===== src/rtl/freq_enc_pkg.sv =====
// Shared types and helpers for the frequency pulse encoder.
// Period words travel as a fixed-width struct and are narrowed at the top.
package freq_enc_pkg;

  localparam int MAX_W = 32;

  typedef enum logic {
    IDLE = 1'b0,
    RUN  = 1'b1
  } state_t;

  typedef struct packed {
    logic [MAX_W-1:0] period;
    logic             oneshot;
  } word_t;

  // Effective high time: clipped so every period keeps a low cycle,
  // except P=1 where the output is meant to stay high.
  function automatic logic [MAX_W-1:0] w_eff(
    input logic [MAX_W-1:0] p,
    input logic [MAX_W-1:0] pw
  );
    logic [MAX_W-1:0] pm1;
    pm1 = p - MAX_W'(1);
    if (p <= MAX_W'(1)) return MAX_W'(1);
    return (pw < pm1) ? pw : pm1;
  endfunction

endpackage


===== src/rtl/freq_enc_shadow_reg.sv =====
// One-deep valid/ready holding register with bypass.
// The head is the pending word if present, else the incoming word.
module freq_enc_shadow_reg
  import freq_enc_pkg::*;
(
  input  logic  clk,
  input  logic  rst_n,
  input  logic  in_valid,
  input  word_t in_word,
  input  logic  bypass,
  input  logic  take,
  output logic  ready,
  output logic  accept,
  output logic  pend_valid,
  output word_t head
);

  word_t word_q;
  logic  valid_q;

  assign ready      = !valid_q;
  assign accept     = in_valid & ready;
  assign pend_valid = valid_q;
  assign head       = valid_q ? word_q : in_word;

  // Capture accepted words the consumer cannot absorb this edge
  always_ff @(posedge clk) begin
    if (!rst_n) begin
      valid_q <= 1'b0;
      word_q  <= '0;
    end else if (take) begin
      valid_q <= 1'b0;
    end else if (accept && !bypass) begin
      valid_q <= 1'b1;
      word_q  <= in_word;
    end
  end

endmodule


===== src/rtl/freq_pulse_encoder.sv =====
// Period word to pulse train encoder with programmable pulse width.
// New words take effect only at period boundaries.
module freq_pulse_encoder
  import freq_enc_pkg::*;
#(
  parameter int WIDTH   = 8,
  parameter int PULSE_W = 1
) (
  input  logic             clk,
  input  logic             rst_n,
  input  logic             enable,
  input  logic [WIDTH-1:0] data_in,
  input  logic             oneshot_in,
  input  logic             data_valid,
  output logic             data_ready,
  output logic             pulse_out,
  output logic             period_done,
  output logic             busy
);

  localparam logic [WIDTH-1:0] ONE = WIDTH'(1);

  state_t           state_q, state_d;
  logic [WIDTH-1:0] period_q, period_d;
  logic [WIDTH-1:0] count_q, count_d;
  logic             os_q, os_d;
  logic             pulse_q, done_q;
  logic             pulse_d, done_d;
  logic             last, run;
  logic             bypass, take, accept, pend_valid;
  word_t            in_word, head;

  assign in_word = '{period: MAX_W'(data_in), oneshot: oneshot_in};

  freq_enc_shadow_reg u_shadow (
    .clk        (clk),
    .rst_n      (rst_n),
    .in_valid   (data_valid),
    .in_word    (in_word),
    .bypass     (bypass),
    .take       (take),
    .ready      (data_ready),
    .accept     (accept),
    .pend_valid (pend_valid),
    .head       (head)
  );

  assign run  = (state_q == RUN) & enable;
  assign last = run & (count_q == period_q - ONE);

  // Next state: load on idle accept, count and resolve boundaries in RUN
  always_comb begin
    state_d  = state_q;
    period_d = period_q;
    os_d     = os_q;
    count_d  = count_q;
    bypass   = 1'b0;
    take     = 1'b0;
    unique case (state_q)
      IDLE: begin
        if (accept) begin
          bypass = 1'b1;
          if (head.period != '0) begin
            state_d  = RUN;
            period_d = WIDTH'(head.period);
            os_d     = head.oneshot;
            count_d  = '0;
          end
        end
      end
      RUN: begin
        if (last) begin
          count_d = '0;
          if (pend_valid || accept) begin
            take     = pend_valid;
            bypass   = accept;
            period_d = WIDTH'(head.period);
            os_d     = head.oneshot;
            if (head.period == '0) state_d = IDLE;
          end else if (os_q) begin
            state_d = IDLE;
          end
        end else if (enable) begin
          count_d = count_q + ONE;
        end
      end
    endcase
  end

  // Output decode from the pre-edge count, registered below
  always_comb begin
    pulse_d = run & (MAX_W'(count_q) <
              w_eff(MAX_W'(period_q), MAX_W'(PULSE_W)));
    done_d  = last;
  end

  // State and output registers
  always_ff @(posedge clk) begin
    if (!rst_n) begin
      state_q  <= IDLE;
      period_q <= '0;
      os_q     <= 1'b0;
      count_q  <= '0;
      pulse_q  <= 1'b0;
      done_q   <= 1'b0;
    end else begin
      state_q  <= state_d;
      period_q <= period_d;
      os_q     <= os_d;
      count_q  <= count_d;
      pulse_q  <= pulse_d;
      done_q   <= done_d;
    end
  end

  assign pulse_out   = pulse_q;
  assign period_done = done_q;
  assign busy        = (state_q == RUN);

endmodule


===== config.mk =====
export PLATFORM = sky130hd
export DESIGN_NAME = freq_pulse_encoder
export DESIGN_NICKNAME = d
export VERILOG_FILES = /design/src/rtl/freq_enc_pkg.sv /design/src/rtl/freq_enc_shadow_reg.sv /design/src/rtl/freq_pulse_encoder.sv
export SDC_FILE = /design/constraint.sdc
export NUM_CORES = 1
export LEC_CHECK = 0
export ABC_AREA = 1
export CAP_MARGIN = 30
export CELL_PAD_IN_SITES_DETAIL_PLACEMENT = 1
export CELL_PAD_IN_SITES_GLOBAL_PLACEMENT = 1
export CORE_ASPECT_RATIO = 1.5
export CORE_UTILIZATION = 47
export CTS_CLUSTER_SIZE = 16
export DETAILED_ROUTE_END_ITERATION = 16
export PLACE_DENSITY_LB_ADDON = 0.1
export SETUP_SLACK_MARGIN = 0.5
export SKIP_LAST_GASP = 1
export SLEW_MARGIN = 20
export SYNTH_ARGS = -nofsm -noshare
export SYNTH_HDL_FRONTEND = slang
export SYNTH_HIERARCHICAL = 1
export SYNTH_SLANG_ARGS = --single-unit

===== constraint.sdc =====
create_clock -name clk -period 3.54 [get_ports clk]
set_input_delay 0.708 -clock clk [delete_from_list [all_inputs] [get_ports clk]]
set_output_delay 0.708 -clock clk [all_outputs]
set_load 0.01 [all_outputs]

==> run_1/met1.png <==
The bar under the picture is 20 um long.
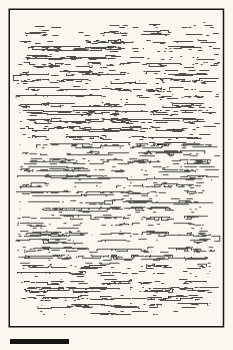
- share of all routed wire: 41%
- longest straight run: 29.0 um
- main direction: horizontal
- nets with wire on the layer: 566
GR Layer Usage met1: 0.2598
total vias in the final route: 3420
WL final: 8719 um

==> run_1/met2.png <==
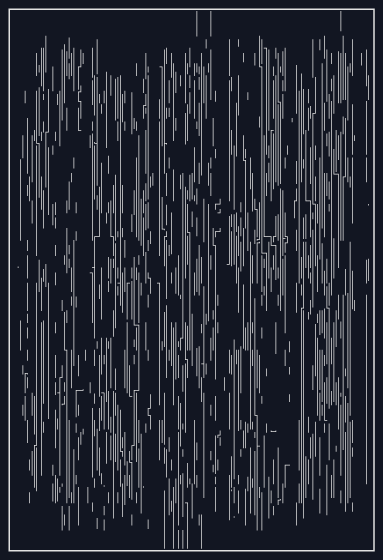
- longest straight run: 45.6 um
- wire length on this layer: 4860 um

==> run_1/met3.png <==
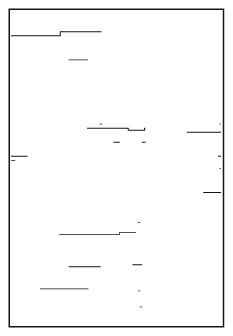
- main direction: horizontal
- nets with wire on the layer: 15
- wire length on this layer: 143 um
- longest straight run: 20.2 um

==> run_1/final_congestion.png <==
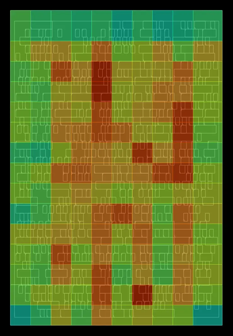
routing usage on met2: 0.4919
Core Util, Final: 0.5488
GRT Total Usage: 0.2468
busiest grt layer: met2

## run 1: cells in the final DEF, fill, tap and decap left out, types with 15 or more instances in the layout
| cell type | count |
|---|---|
| nor2_1 | 114 |
| a21oi_1 | 17 |
| nand2_1 | 122 |
| nand4_1 | 39 |
| conb_1 | 31 |
| clkdlybuf4s50_1 | 15 |
| nand3_1 | 21 |
| dfxtp_1 | 53 |
| o21ai_0 | 34 |
| inv_1 | 63 |
## run 1: cells in the mapped netlist
master | instances | area share
nor4_1 | 1 | 0.0018
nand2_1 | 122 | 0.13
a31oi_1 | 1 | 0.0018
buf_1 | 5 | 0.0054
conb_1 | 2 | 0.0022
xor2_1 | 7 | 0.018
o21ai_1 | 1 | 0.0014
buf_4 | 2 | 0.0043
nand4_1 | 39 | 0.071
nand3_1 | 21 | 0.030
o22ai_1 | 1 | 0.0018
nor3_4 | 1 | 0.0047
a21oi_2 | 1 | 0.0025
a21oi_1 | 17 | 0.025
clkbuf_1 | 4 | 0.0043
o211ai_1 | 2 | 0.0043
clkinv_1 | 2 | 0.0022
dfxtp_1 | 54 | 0.31
o31ai_1 | 1 | 0.0022
inv_1 | 63 | 0.068
nand2_4 | 2 | 0.0065
nor2_1 | 114 | 0.12
nand3_2 | 2 | 0.0058
nand2_2 | 3 | 0.0054
ha_1 | 10 | 0.036
nor3_1 | 1 | 0.0014
mux2i_1 | 1 | 0.0029
nor2_4 | 3 | 0.0098
buf_2 | 11 | 0.016
inv_2 | 5 | 0.0054
o21ai_0 | 34 | 0.049
nand2_8 | 1 | 0.0058
buf_6 | 5 | 0.016
nor2_2 | 9 | 0.016
xnor2_1 | 1 | 0.0025
## run 1: metal layers
layer  global-route usage  routed length [um]
met5                    0                   0
met1               0.2598                3591
met4              0.06863                 127
met2               0.4919                4856
met3              0.03477                 143
## run 1: per-stage QoR
stage / power, uW / cell area [sq um]
after global routing: 1666 / 3836
after detailed placement: 1221 / 3754
after global placement: 1197 / 3754
after floorplan: 1106 / 3563
after CTS: 1572 / 3836
final: 1553 / 3836
## run 1: state kept, by name, indices dropped and copies added (netlist names)
name / cells
count_q: 8
busy: 1
period_q: 8
pulse_out: 1
period_done: 1
u_shadow/pend_valid: 1
u_shadow/word_q: 33
os_q: 1
## run 1: power groups by stage
stage,Sequential (uW),Clock (uW),Combinational (uW)
final,721,349,483
after global placement,731,0,465
after detailed placement,736,0,486
after global routing,731,382,553
after floorplan,720,0,386
after CTS,722,362,488
## run 1: critical path, delay by kind of cell
| kind | cells | cell delay, ns |
|---|---|---|
| AOI/OAI and AO/OA | 2 | 0.24 |
| and+or+nand+nor | 9 | 1.10 |
| buffers and inverters | 3 | 0.88 |
## run 1: path summary, 6_finish.rpt
check	from	to	slack, ns	cells past startpoint
setup / recovery	enable	u_shadow/word_q[17]	0.87	14
hold / removal	u_shadow/word_q[4]	u_shadow/word_q[4]	0.49	2
setup reg to reg	period_q[0]	u_shadow/word_q[17]	0.88	15
hold reg to reg	u_shadow/word_q[4]	u_shadow/word_q[4]	0.49	2
## run 1: logic make-up after synthesis
family	after synthesis
buf+inv	97
flops	54
other cells	2
simple gates	319
fa+ha+maj	10
xor+xnor	8
mux	1
compound gates	58
==> flow_summary.json, run 1 <==
{
  "outcome": "finished clean",
  "simple_gate_area_frac": 0.4151,
  "p_int_uw": 994.6,
  "cp.arrival_ns": 2.92,
  "hold_class": "flop to flop",
  "flop_area_sq_um": 1082,
  "period_used_share": 0.7535,
  "synthCells": 549,
  "clock_path_buffers": 2,
  "critPathMaxStageDelay_ns": 0.52,
  "cp_cell_sequence": "clkdlybuf4s50_1 -> nand2_1 -> a21oi_1 -> o211ai_1 -> nor2_1 -> nand3_1 -> nor2_2 -> nand3_2 -> nor2_1 -> clkinv_1 -> buf_4 -> nand4_1 -> nand2_1 -> nor2_1",
  "endpoint_kind": "flop",
  "required_ns": 3.79,
  "netlist_area_sq_um": 3455,
  "max_cap_viol_count": 0,
  "power_density_nw_per_um2": 404.8,
  "final-nonclk-buf-share": 0.05936,
  "setup_tns_ns": 0,
  "flops": 54,
  "seqPwrFrac": 0.464,
  "largest_class": "combinational gates",
  "antenna_found_initial": 0,
  "tightest_slew_ns": 0.5075,
  "wl_per_cell_um": 12.86,
  "path_max_fanout": 34,
  "slew_violations": 0,
  "gp_congestion": 0.7977,
  "p_switching_uw": 558.4,
  "die_h_um": 107,
  "dp.cells": 672,
  "die_width_um": 72,
  "top_logic_kind": "simple AND/OR/NAND/NOR gates",
  "hold_viol": 0,
  "setup_ws_ns": 0.8725,
  "fp-utilization": 0.4942,
  "cp_slowest_cell": "clkdlybuf4s50_1",
  "adder_share": 0.03622,
  "antenna_left": 0,
  "clkTransAtPathRegs_ns": 0.09,
  "post_cts_buffers": 0,
  "grt_pass1_vias": 3519,
  "comb_share": 0.5369,
  "logic_area_sq_um": 2059,
  "synth_area_per_cell_sq_um": 6.292,
  "numCtsBuffers": 5,
  "maxSlewHeadroom": 0.6617,
  "grt_overflow": 0,
  "worst_path_most_repeated_cell": "nor2_1",
  "cts-root-buf": "clkbuf_8",
  "nWellTaps": 97,
  "hold_ws_ns": 0.4878,
  "clock_sinks": 54,
  "dpl_worst_slack_ns": 0.5697,
  "synth_cell_types": 35,
  "ys_cells": 549,
  "clock_area_frac": 0.02153,
  "chipArea_sq_um": 7704,
  "num_io_pins": 17,
  "setup.worst_path.start_class": "input port",
  "rsz0062_at_grt": "no",
  "rows": 37,
  "seq_area_frac": 0.2821,
  "ir_drop_mv": 0.2821,
  "yosysSeqAreaShare": 0.3129,
  "combPwrFrac": 0.311,
  "max_freq_ghz": 0.3749,
  "yosysWarnings": 6,
  "critical_path_class": "input port to flop",
  "ys_sh_mux": 0.002898,
  "dr.pass1.iters": 4,
  "p_clk_frac": 0.225,
  "hpwl_um": 6371,
  "setup_viol": 0,
  "ys_sh_aoi": 0.08801,
  "multi_input_comb_cells": 427,
  "ys_chip_area_sq_um": 3455,
  "area_growth_syn_to_layout_pct": 11.05,
  "drt_iter0_markers": 135,
  "drc": 0,
  "port_buffers": 16,
  "clock_buffers": 6,
  "grt_pass1_wl_um": 15180,
  "xor_share": 0.02028,
  "core_sq_um": 6990,
  "total_leakage_power_uw": 0.001678,
  "p_sw_frac": 0.3596,
  "grt_max_degree": 45,
  "signal_buffers": 24,
  "htreeDepth": 2,
  "cts_tree": "done",
  "drive_gt1_frac": 0.07401,
  "post-route-min-period_ns": 2.667,
  "fill_cells": 994,
  "clk_latency_ns": 0.32,
  "layout.nets": 605,
  "inverters": 70,
  "n_antenna_cell": 0,
  "fin_cells": 678,
  "hold_buffers": 0,
  "synth_flops": 54,
  "ctsResizeCount": 0,
  "worst_clock_skew_ns": 0.005625,
  "warnings": 27,
  "viasPerCell": 5.044
}
==> run 2: changes to the inputs <==
--- a/config.mk
+++ b/config.mk
@@ -10,7 +10,7 @@
 export CELL_PAD_IN_SITES_DETAIL_PLACEMENT = 1
 export CELL_PAD_IN_SITES_GLOBAL_PLACEMENT = 1
 export CORE_ASPECT_RATIO = 1.5
-export CORE_UTILIZATION = 47
+export CORE_UTILIZATION = 40
 export CTS_CLUSTER_SIZE = 16
 export DETAILED_ROUTE_END_ITERATION = 16
 export PLACE_DENSITY_LB_ADDON = 0.1
==> constraint.sdc (replaced) <==
create_clock -name clk -period 2.2 [get_ports clk]
set_input_delay 0.44 -clock clk [delete_from_list [all_inputs] [get_ports clk]]
set_output_delay 0.44 -clock clk [all_outputs]
set_load 0.01 [all_outputs]
==> run_2/met1.png <==
The bar under the picture is 20 um long.
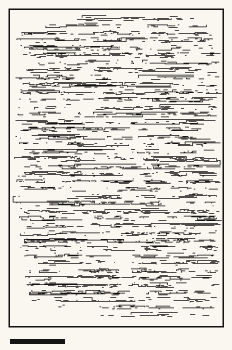
- longest straight run: 33.1 um
- nets with wire on the layer: 618
- wire length on this layer: 4710 um
- main direction: horizontal
- share of all routed wire: 39%
GR Layer Usage met1: 0.2513
WL final: 12080 um
total vias in the final route: 3862

==> run_2/met3.png <==
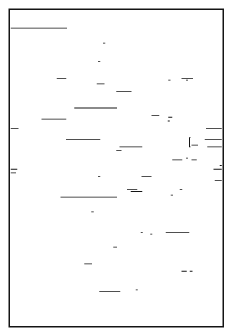
- longest straight run: 20.5 um
- nets with wire on the layer: 29
GR Util met3: 0.02835

==> run_2/met2.png <==
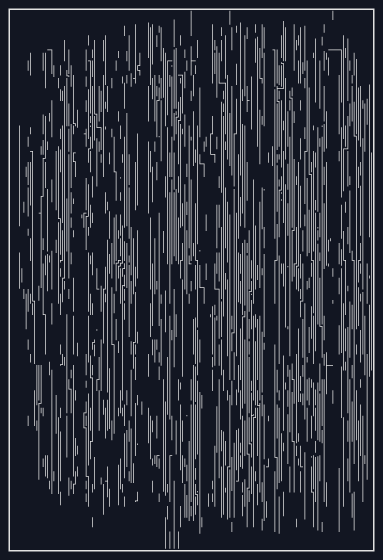
- wire length on this layer: 6740 um
- longest straight run: 46.9 um
- main direction: vertical
- nets with wire on the layer: 592

==> run 2 against run 1 <==
Net effect:
- the flow now finishes with violations (negative setup slack)
- cell area grew 28%
- first-iteration DRC count decreased by 20%
- synthesized cell count did not move
- setup slack lost 0.97 ns
- register-to-register slack worse by 0.98 ns
- critical path type is now flop to flop
- combinational power rose to 2.6 times the previous value
- via count rose by 13%
- highest routed layer unchanged
- sequential share of layout area fell by 6.0 points
==> flow_summary.json, run 2 <==
{
  "outcome": "complete, but fails checks",
  "violations": "negative setup slack",
  "clkTransAtPathRegs_ns": 0.08,
  "synthCells": 549,
  "hold_class": "input port to flop",
  "dpl_worst_slack_ns": -0.3959,
  "drc": 0,
  "dp.cells": 713,
  "grt_pass1_vias": 3732,
  "worst_path_most_repeated_cell": "nand2_1",
  "synth_cell_types": 35,
  "path_max_fanout": 33,
  "die_h_um": 115.8,
  "period_used_share": 1.045,
  "grt_max_degree": 45,
  "cpLargestDelayFamily": "simple AND/OR/NAND/NOR gates",
  "holdCritStartpoint": "rst_n",
  "viasPerCell": 5.142,
  "hold_buffers": 0,
  "lay_top_cells": "nand2_1 (113), nor2_1 (83), inv_1 (59)",
  "logic_area_sq_um": 2370,
  "fin_cells": 751,
  "grt_pass1_wl_um": 17020,
  "cp_slowest_cell": "dfxtp_4",
  "r2r_cells": 17,
  "netlist_area_sq_um": 3455,
  "fp-utilization": 0.4106,
  "synth-main-ff-cell": "dfxtp_1",
  "clk_latency_ns": 0.30,
  "clock_sinks": 54,
  "hold_ws_ns": 0.4578,
  "required_ns": 2.43,
  "top_regs": "u_shadow/word_q: 33 flops, count_q: 8 flops, period_q: 8 flops",
  "yosysSeqAreaShare": 0.3129,
  "antenna_found_initial": 0,
  "rr_startpoint": "period_q[0]",
  "holdPathEnd": "period_done",
  "setup.worst_path.start_class": "flop",
  "largest-register": "u_shadow/word_q",
  "n_antenna_cell": 0,
  "ys_chip_area_sq_um": 3455,
  "hold_depth": 3,
  "worst-path-buf-inv": 6,
  "maxSlewHeadroom": 0.6402,
  "edf_count": 0,
  "max_cap_viol_count": 0,
  "reg2reg_slack_ns": -0.1,
  "core_sq_um": 8413,
  "cts_tree": "done",
  "ys_cells": 549,
  "rsz0062_at_grt": "yes",
  "htreeDepth": 2,
  "cts-root-buf": "clkbuf_16",
  "synth_flops": 54,
  "post-route-min-period_ns": 2.299,
  "clock_path_buffers": 2,
  "cp.arrival_ns": 2.53,
  "cp_cell_sequence": "inv_6 -> buf_4 -> buf_4 -> nand3_1 -> nand2_1 -> nand2_1 -> inv_1 -> nand2_1 -> o21ai_1 -> nor2_2 -> nand3_4 -> a21oi_2 -> inv_2 -> buf_12 -> nand4_1 -> nand2_1 -> nor2_1",
  "port_buffers": 16,
  "gp_congestion": 0.8021,
  "slew_violations": 0,
  "flop_area_sq_um": 1094,
  "grt_overflow": 0,
  "hpwl_um": 7001,
  "die_width_um": 77.88,
  "area_growth_syn_to_layout_pct": 42.19,
  "setup_tns_ns": -3.070,
  "reg2reg_to": "u_shadow/word_q[5]",
  "num_io_pins": 17,
  "largest_register_ffs": 33,
  "ir_drop_mv": 0.4373,
  "fill_cells": 1097,
  "dr.pass1.iters": 6,
  "rows": 41,
  "stdcell_area_sq_um": 4912,
  "worst_clock_skew_ns": 0.005385,
  "final_common_cell": "nand2_1",
  "critPathMaxStageDelay_ns": 0.37,
  "critical_path_class": "flop to flop",
  "antenna_left": 0,
  "total_leakage_power_uw": 0.002141,
  "yosysTopAreaCell": "dfxtp_1",
  "drive_gt1_frac": 0.2733,
  "drt_iter0_markers": 108,
  "grtUsageTotal": 0.2403,
  "chipArea_sq_um": 9020,
  "top_cells_by_count": "nand2_1 (122), nor2_1 (114), inv_1 (63), dfxtp_1 (54), nand4_1 (39)",
  "dpl-instance-area_sq_um": 4129,
  "async_flop_share": 0,
  "hold_viol": 0,
  "power_density_nw_per_um2": 679.9,
  "synth_area_per_cell_sq_um": 6.292,
  "wl_per_cell_um": 16.09,
  "endpoint_kind": "flop",
  "tightest_slew_ns": 0.5398,
  "top_cell": "nand2_1",
  "yosysWarnings": 6,
  "warnings": 30,
  "max_freq_ghz": 0.4349,
  "area_leaders": "dfxtp_1 (31%), nand2_1 (13%), nor2_1 (12%), nand4_1 (7.1%), inv_1 (6.8%)",
  "numCtsBuffers": 5,
  "setup_viol": 51,
  "layout.nets": 666,
  "setup_ws_ns": -0.09927,
  "top_area_frac": 0.3129
}
[run 2: cell types whose count changed in the layout (fill, tap and decap cells not counted), sizes merged]
cell,change
buf,+59
clkbuf,+5
clkdlybuf4s50,-3
dlygate4sd2,+1
dlymetal6s2s,+1
[run 2: what timing repair did]
action / in CTS / in global routing
buffers inserted: 11 / 15
gates cloned: 0 / 4
gates resized: 28 / 72
pin swaps: 5 / 32
setup endpoints to repair: 55 / 54
[run 2: area by class of cell]
cell class	instances	area share
multi-input cells	427	0.4824
well taps	107	0.02725
repair buffers	85	0.1780
inverters	70	0.05578
clock buffers	8	0.03388
flip-flops and latches	54	0.2226
[run 2: where the power goes]
group / total (uW) / internal, uW / switching, uW / leakage (uW)
Clock: 904 / 517 / 386 / 0.0000832
Sequential: 1170 / 1080 / 95.5 / 0.000447
Combinational: 1260 / 563 / 701 / 0.00161
[run 2: kinds of logic after synthesis]
kind of cell | after synthesis | share of synthesized area
fa+ha+maj | 10 | 0.03622
mux | 1 | 0.002898
buf+inv | 97 | 0.1224
flops | 54 | 0.3129
simple gates | 319 | 0.4151
other cells | 2 | 0.002174
compound gates | 58 | 0.08801
xor+xnor | 8 | 0.02028
[run 2: how the worst max path moves through the flow]
stage	from	endpoint	slack, ns	cells past startpoint
after global routing	period_q[0]	u_shadow/word_q[6]	-0.28	17
after floorplan	period_q[0]	u_shadow/word_q[0]	0.17	15
final	period_q[0]	u_shadow/word_q[5]	-0.1	17
after detailed placement	enable	u_shadow/word_q[2]	-0.40	14
after CTS	period_q[0]	period_q[0]	0.02	15
after global placement	enable	u_shadow/word_q[15]	-0.25	14
[run 2: layer usage]
layer	vias to the layer above	wire length, um	global-route usage
met5	-	0	0
met4	0	458	0.1031
met3	34	180	0.02835
met2	52	6739	0.4755
met1	1882	4705	0.2513
li1	1894	-	-
[run 2: worst register-to-register path, delay by kind of cell, from the launching register on]
family | cells | cell delay (ns)
and+or+nand+nor | 9 | 0.95
AOI/OAI and AO/OA | 2 | 0.27
DFF | 1 | 0.37
buffers and inverters | 6 | 0.64
[run 2: per-stage QoR]
stage / utilization / power [uW]
6_report: 0.5839 / 3340
5_1_grt: 0.5839 / 3518
4_1_cts: 0.5291 / 3059
3_5_place_dp: 0.4908 / 2103
3_3_place_gp: 0.4908 / 2064
2_1_floorplan: - / 1824
Power is estimated from default activity; no workload was simulated.
